===== src/rtl/calc_sequencer_if.sv =====
// Entry-decoder strobes in, display/status out for the three-number calculator sequencer.
interface calc_if;
  logic        clr;
  logic        num_valid;
  logic [9:0]  num_in;
  logic        op_valid;
  logic [1:0]  op_in;
  logic        eq_valid;
  logic [10:0] disp;
  logic        ovf;
  logic        busy;
  logic        done;
  logic        err;

  modport master (
    output clr, num_valid, num_in, op_valid, op_in, eq_valid,
    input  disp, ovf, busy, done, err
  );

  modport slave (
    input  clr, num_valid, num_in, op_valid, op_in, eq_valid,
    output disp, ovf, busy, done, err
  );
endinterface


===== src/rtl/calc_sequencer.sv =====
// Left-to-right ((A op1 B) op2 C) calculator sequencer; each EXEC step takes one cycle.
// All outputs are registered; rejected strobes are dropped with a one-cycle err pulse.
module calc_sequencer (
  input  logic  clk,
  input  logic  rst,
  calc_if.slave io
);
  typedef enum logic [2:0] {
    WAIT_A, WAIT_OP1, WAIT_B, EXEC1, WAIT_OP2, WAIT_C, EXEC2, DONE
  } state_t;

  state_t      state_q, state_d;
  logic [10:0] a_q, a_d, opnd_q, opnd_d, acc_q, acc_d, disp_q, disp_d;
  logic [1:0]  op1_q, op1_d, op2_q, op2_d;
  logic        ovf_q, ovf_d, busy_q, busy_d, done_q, done_d, err_q, err_d;

  logic        multi, take_num, take_op, take_eq, any_strobe, in_exec;
  logic [10:0] num_sx, alu_x;
  logic [1:0]  alu_op;
  logic [11:0] alu_r;
  logic        alu_ovf;

  assign num_sx     = {io.num_in[9], io.num_in};
  assign multi      = (io.num_valid & io.op_valid) | (io.num_valid & io.eq_valid) |
                      (io.op_valid & io.eq_valid);
  assign take_num   = io.num_valid & ~multi;
  assign take_op    = io.op_valid & ~multi;
  assign take_eq    = io.eq_valid & ~multi;
  assign any_strobe = io.num_valid | io.op_valid | io.eq_valid;
  assign in_exec    = (state_q == EXEC1) || (state_q == EXEC2);

  // Exact 12-bit result; the 11-bit acc is its low bits, overflow is judged against 10-bit range.
  always_comb begin
    alu_x   = (state_q == EXEC2) ? acc_q : a_q;
    alu_op  = (state_q == EXEC2) ? op2_q : op1_q;
    alu_ovf = 1'b0;
    case (alu_op)
      2'b00:   alu_r = {alu_x[10], alu_x} + {opnd_q[10], opnd_q};
      2'b01:   alu_r = {alu_x[10], alu_x} - {opnd_q[10], opnd_q};
      2'b10:   alu_r = {1'b0, alu_x & opnd_q};
      default: alu_r = {1'b0, alu_x | opnd_q};
    endcase
    if (!alu_op[1])
      alu_ovf = ($signed(alu_r) < -12'sd512) || ($signed(alu_r) > 12'sd511);
  end

  always_ff @(posedge clk or posedge rst) begin
    if (rst) begin
      state_q <= WAIT_A;
      a_q     <= '0;
      opnd_q  <= '0;
      acc_q   <= '0;
      disp_q  <= '0;
      op1_q   <= '0;
      op2_q   <= '0;
      ovf_q   <= 1'b0;
      busy_q  <= 1'b0;
      done_q  <= 1'b0;
      err_q   <= 1'b0;
    end else begin
      state_q <= state_d;
      a_q     <= a_d;
      opnd_q  <= opnd_d;
      acc_q   <= acc_d;
      disp_q  <= disp_d;
      op1_q   <= op1_d;
      op2_q   <= op2_d;
      ovf_q   <= ovf_d;
      busy_q  <= busy_d;
      done_q  <= done_d;
      err_q   <= err_d;
    end
  end

  // EXEC states always advance; strobes arriving then are only flagged.
  always_comb begin
    state_d = state_q;
    err_d   = 1'b0;
    if (io.clr) begin
      state_d = WAIT_A;
    end else if (in_exec) begin
      state_d = (state_q == EXEC1) ? WAIT_OP2 : DONE;
      err_d   = any_strobe;
    end else if (multi) begin
      err_d = 1'b1;
    end else begin
      case (state_q)
        WAIT_A:   begin if (take_num) state_d = WAIT_OP1; else err_d = any_strobe; end
        WAIT_OP1: begin if (take_op)  state_d = WAIT_B;   else err_d = any_strobe; end
        WAIT_B:   begin if (take_num) state_d = EXEC1;    else err_d = any_strobe; end
        WAIT_OP2: begin
          if (take_op)      state_d = WAIT_C;
          else if (take_eq) state_d = DONE;
          else              err_d   = any_strobe;
        end
        WAIT_C:   begin if (take_num) state_d = EXEC2;    else err_d = any_strobe; end
        DONE: begin
          if (take_num)     state_d = WAIT_OP1;
          else if (take_op) state_d = WAIT_B;
        end
        default: state_d = WAIT_A;
      endcase
    end
  end

  always_comb begin
    a_d    = a_q;
    opnd_d = opnd_q;
    acc_d  = acc_q;
    disp_d = disp_q;
    op1_d  = op1_q;
    op2_d  = op2_q;
    ovf_d  = ovf_q;
    busy_d = (state_d == EXEC1) || (state_d == EXEC2);
    done_d = (state_d == DONE);
    if (io.clr) begin
      a_d    = '0;
      opnd_d = '0;
      acc_d  = '0;
      disp_d = '0;
      op1_d  = '0;
      op2_d  = '0;
      ovf_d  = 1'b0;
    end else begin
      case (state_q)
        WAIT_A:   if (take_num) begin a_d = num_sx; disp_d = num_sx; ovf_d = 1'b0; end
        WAIT_OP1: if (take_op) op1_d = io.op_in;
        WAIT_B:   if (take_num) begin opnd_d = num_sx; disp_d = num_sx; end
        WAIT_OP2: if (take_op) op2_d = io.op_in;
        WAIT_C:   if (take_num) begin opnd_d = num_sx; disp_d = num_sx; end
        EXEC1, EXEC2: begin
          acc_d  = alu_r[10:0];
          disp_d = alu_r[10:0];
          ovf_d  = ovf_q | alu_ovf;
        end
        DONE: begin
          // A chained operator reuses the result as A and keeps the overflow history.
          if (take_num) begin
            a_d    = num_sx;
            disp_d = num_sx;
            ovf_d  = 1'b0;
          end else if (take_op) begin
            a_d   = acc_q;
            op1_d = io.op_in;
          end
        end
        default: ;
      endcase
    end
  end

  assign io.disp = disp_q;
  assign io.ovf  = ovf_q;
  assign io.busy = busy_q;
  assign io.done = done_q;
  assign io.err  = err_q;
endmodule


===== src/flat_wrapper.sv =====
// flat-port wrapper written by rule: the top's interface ports become plain ports
module calc_sequencer_flat 
  (clk, rst, io_clr, io_num_valid, io_num_in, io_op_valid, io_op_in, io_eq_valid, io_disp, io_ovf, io_busy, io_done, io_err);
  calc_if io_i ();
  input  logic clk;
  input  logic rst;
  input wire logic [$bits(io_i.clr)-1:0] io_clr;
  input wire logic [$bits(io_i.num_valid)-1:0] io_num_valid;
  input wire logic [$bits(io_i.num_in)-1:0] io_num_in;
  input wire logic [$bits(io_i.op_valid)-1:0] io_op_valid;
  input wire logic [$bits(io_i.op_in)-1:0] io_op_in;
  input wire logic [$bits(io_i.eq_valid)-1:0] io_eq_valid;
  output wire logic [$bits(io_i.disp)-1:0] io_disp;
  output wire logic [$bits(io_i.ovf)-1:0] io_ovf;
  output wire logic [$bits(io_i.busy)-1:0] io_busy;
  output wire logic [$bits(io_i.done)-1:0] io_done;
  output wire logic [$bits(io_i.err)-1:0] io_err;
  assign io_i.clr = io_clr;
  assign io_i.num_valid = io_num_valid;
  assign io_i.num_in = io_num_in;
  assign io_i.op_valid = io_op_valid;
  assign io_i.op_in = io_op_in;
  assign io_i.eq_valid = io_eq_valid;
  assign io_disp = io_i.disp;
  assign io_ovf = io_i.ovf;
  assign io_busy = io_i.busy;
  assign io_done = io_i.done;
  assign io_err = io_i.err;
  calc_sequencer u_core (.clk(clk), .rst(rst), .io(io_i));
endmodule

===== config.mk =====
export PLATFORM = sky130hd
export DESIGN_NAME = calc_sequencer_flat
export DESIGN_NICKNAME = d
export VERILOG_FILES = /design/src/rtl/calc_sequencer_if.sv /design/src/rtl/calc_sequencer.sv /design/src/flat_wrapper.sv
export SDC_FILE = /design/constraint.sdc
export NUM_CORES = 1
export LEC_CHECK = 0
export ABC_AREA = 1
export CORE_ASPECT_RATIO = 0.6
export CORE_MARGIN = 2
export CORE_UTILIZATION = 40
export DETAILED_ROUTE_END_ITERATION = 16
export GPL_TIMING_DRIVEN = 0
export PLACE_DENSITY = 0.7
export SLEW_MARGIN = 20
export SYNTH_ARGS = -nofsm -noshare
export SYNTH_HDL_FRONTEND = slang
export SYNTH_SLANG_ARGS = --single-unit

===== constraint.sdc =====
create_clock -name clk -period 3.75 [get_ports clk]
set_input_delay 0.75 -clock clk [delete_from_list [all_inputs] [get_ports clk]]
set_output_delay 0.75 -clock clk [all_outputs]
set_load 0.03 [all_outputs]

Wire density map:
The die is cut into 27 by 16 equal tiles; dark blue is low, red is high, scaled to the fullest tile. Values are wire area over tile area, all layers added.
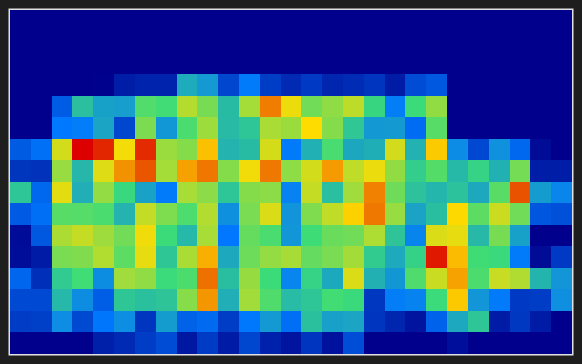
densest ninth of the die: center
nearly empty tiles: 29%
emptiest ninth of the die: upper right
fullest tile: 0.49
mean over tiles: 0.15

Routed clock nets over the placement:
Scale bar: 50 um.
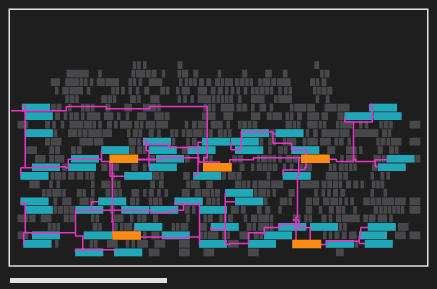
[clock wires] magenta | length: 687 um
[flip-flops] cyan | count: 54
[clock-net drivers] orange | count: 5
routed clock nets: 6

==> CHANGELOG.md <==
### Implementation results

* Status: complete, no violations
* Sw power at 0.978 mW
* Top cells by count, synth: 131 x nand2_1, 70 x inv_1, 54 x dfrtp_1
* Post-CTS Resized at 0
* CTS Hold Bufs at 0
* Yosys aoi share at 0.208
* RSZ-0062 raised after global routing: false
* Comb power frac at 0.497
* Port Buf Inserts at 31
* Die area at 0.0109 sq mm
* FF+latch count, synth at 54
* CP startpoint kind: register
* Clock Pin Slew Worst Setup and Hold Paths at 0.07 ns
* R2r setup slk at 0.47 ns
* Met3 routed WL at 517 um
* Critical path origin: u_core.state_q[0]
* Post-CTS Setup Inserts at 0
* Reg2Reg Depth at 14
* Final Hold Viols at 0
* Layout cells sized above 1 at 0.119
* Clk_skew at 0.00934 ns
* Clk network pwr share at 0.200
* Hold Path Depth at 2
* Critical Path End: u_core.io.disp[2]
* R2r startpoint: u_core.state_q[0]
* Most common reg cell: dfrtp_1
* Pin count of the biggest net entering global routing at 55
* Root Driver: clkbuf_16
* Worst Hold End: u_core.io.disp[5]
* Final #Nets at 623
* Area leader, netlist: dfrtp_1
* Post-synth EDFFs at 0
* Gr busiest metal: met2
* Hold Startpoint: u_core.io.disp[5]
* Basic Gates by Area at 0.273
* Core Area at 0.00981 sq mm
* Net Sw Frac at 0.428
* CTS Buffer Depth at 2
* Crit end category: register
* Util after Layout at 0.472
* Synth Area in XOR/XNOR at 0.0219
* DRT iter0 DRCs at 283
* CP arrival at 3.47 ns
* Main logic family: simple AND/OR/NAND/NOR gates
* Met3 global-route usage at 0.0340
* Worst r2r dst: u_core.io.disp[2]
* Routing usage on met2 at 0.311
* # clock sinks at 54
* GRT Total Usage at 0.201
* Die X at 133 um
* Min cycle time layout at 3.28 ns
* Netlist Area Pre-Place at 0.00400 sq mm
* Met1 wire length at 5.57 mm
* Worst hold path class: reg2reg
* Initial antenna violation count at 0
* Mux area share at 0
* Syn Inst Count at 552
* # DRC at 0
* Yosys adder share at 0.0544
* GRT overflow at 0
* PwrDens at 494 mW/mm^2
* Wire length on met2 at 4.21 mm
* Slew headroom at 0.550
* YS chip area at 0.00400 sq mm
* Final setup viols at 0
* # diodes at 0
* Internal at 1.31 mW
* H-tree levels at 2
* Via density at 5.27
* Placement row count at 28
Placed standard cells:
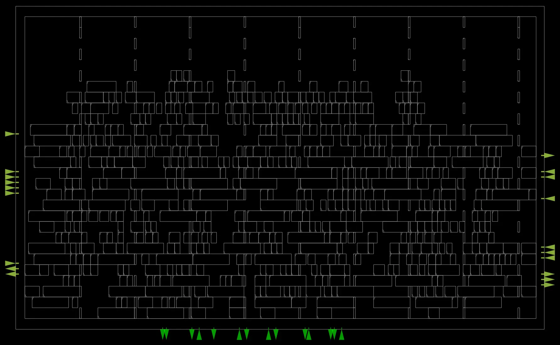
Seq area share: 0.292
fill cell total of the finished layout: 985

Sequential cells colored by netlist name:
Scale bar: 50 um.
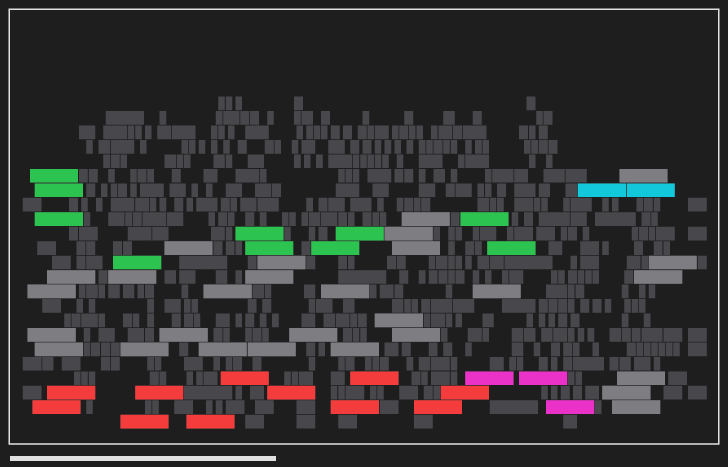
| netlist name | color | flops |
|---|---|---|
| u_core.state_q | magenta | 3 |
| u_core.io.disp | red | 11 |
| u_core.opnd_q | green | 10 |
| u_core.op1_q | cyan | 2 |

## power groups by stage
stage | logic (mW) | registers [mW] | clock network [mW]
floorplan | 0.775 | 0.750 | 0
global placement | 1.10 | 0.703 | 0
detailed placement | 1.12 | 0.704 | 0
CTS | 1.13 | 0.694 | 0.463
global route | 1.27 | 0.704 | 0.483
finish | 1.14 | 0.695 | 0.456
## area by class of cell
class / count / area, sq um
Sequential cell: 54 / 1350
Tap cell: 135 / 169
Multi-Input combinational cell: 398 / 2230
Inverter: 81 / 307
Timing Repair Buffer: 31 / 310
Clock inverter: 2 / 15.0
Clock buffer: 5 / 125
Buffer: 19 / 115
Fill cell: 985 / 5180
## layout by cell type (no fill, tap or decap), drive strengths merged, types with 8 or more instances in the layout
cell type        n
ha              14
nor2            39
buf             12
clkbuf          12
clkdlybuf4s50   31
inv             80
xor2             8
nand3           40
o211ai          10
o22ai           12
a21oi           30
nand2          145
dfrtp           54
o21ai           62
## stage by stage
| stage | hold WS (ns) | power, mW | setup slack [ns] | area (sq um) |
|---|---|---|---|---|
| 2_1_floorplan | 0.453 | 1.52 | 1.02 | 4000 |
| 3_3_place_gp | 0.465 | 1.80 | 0.600 | 4480 |
| 3_5_place_dp | 0.465 | 1.82 | 0.506 | 4490 |
| 4_1_cts | 0.485 | 2.28 | 0.501 | 4630 |
| 5_1_grt | 0.510 | 2.45 | 0.244 | 4630 |
| 6_report | 0.482 | 2.29 | 0.471 | 4630 |
## worst max-delay path, stage by stage (launching register included)
cell and delay [ns]:
dfrtp_1 0.36, buf_4 0.17, inv_2 0.09, nand3_4 0.12
buf_6 0.18, buf_6 0.15, o21ai_0 0.33, ha_1 0.26
inv_1 0.09, fa_1 0.48, or2_2 0.32, a32oi_1 0.36
a21oi_1 0.11, o21ai_1 0.09, nand2_1 0.07
Power figures rest on the tool's default switching activity, not on a simulated workload.
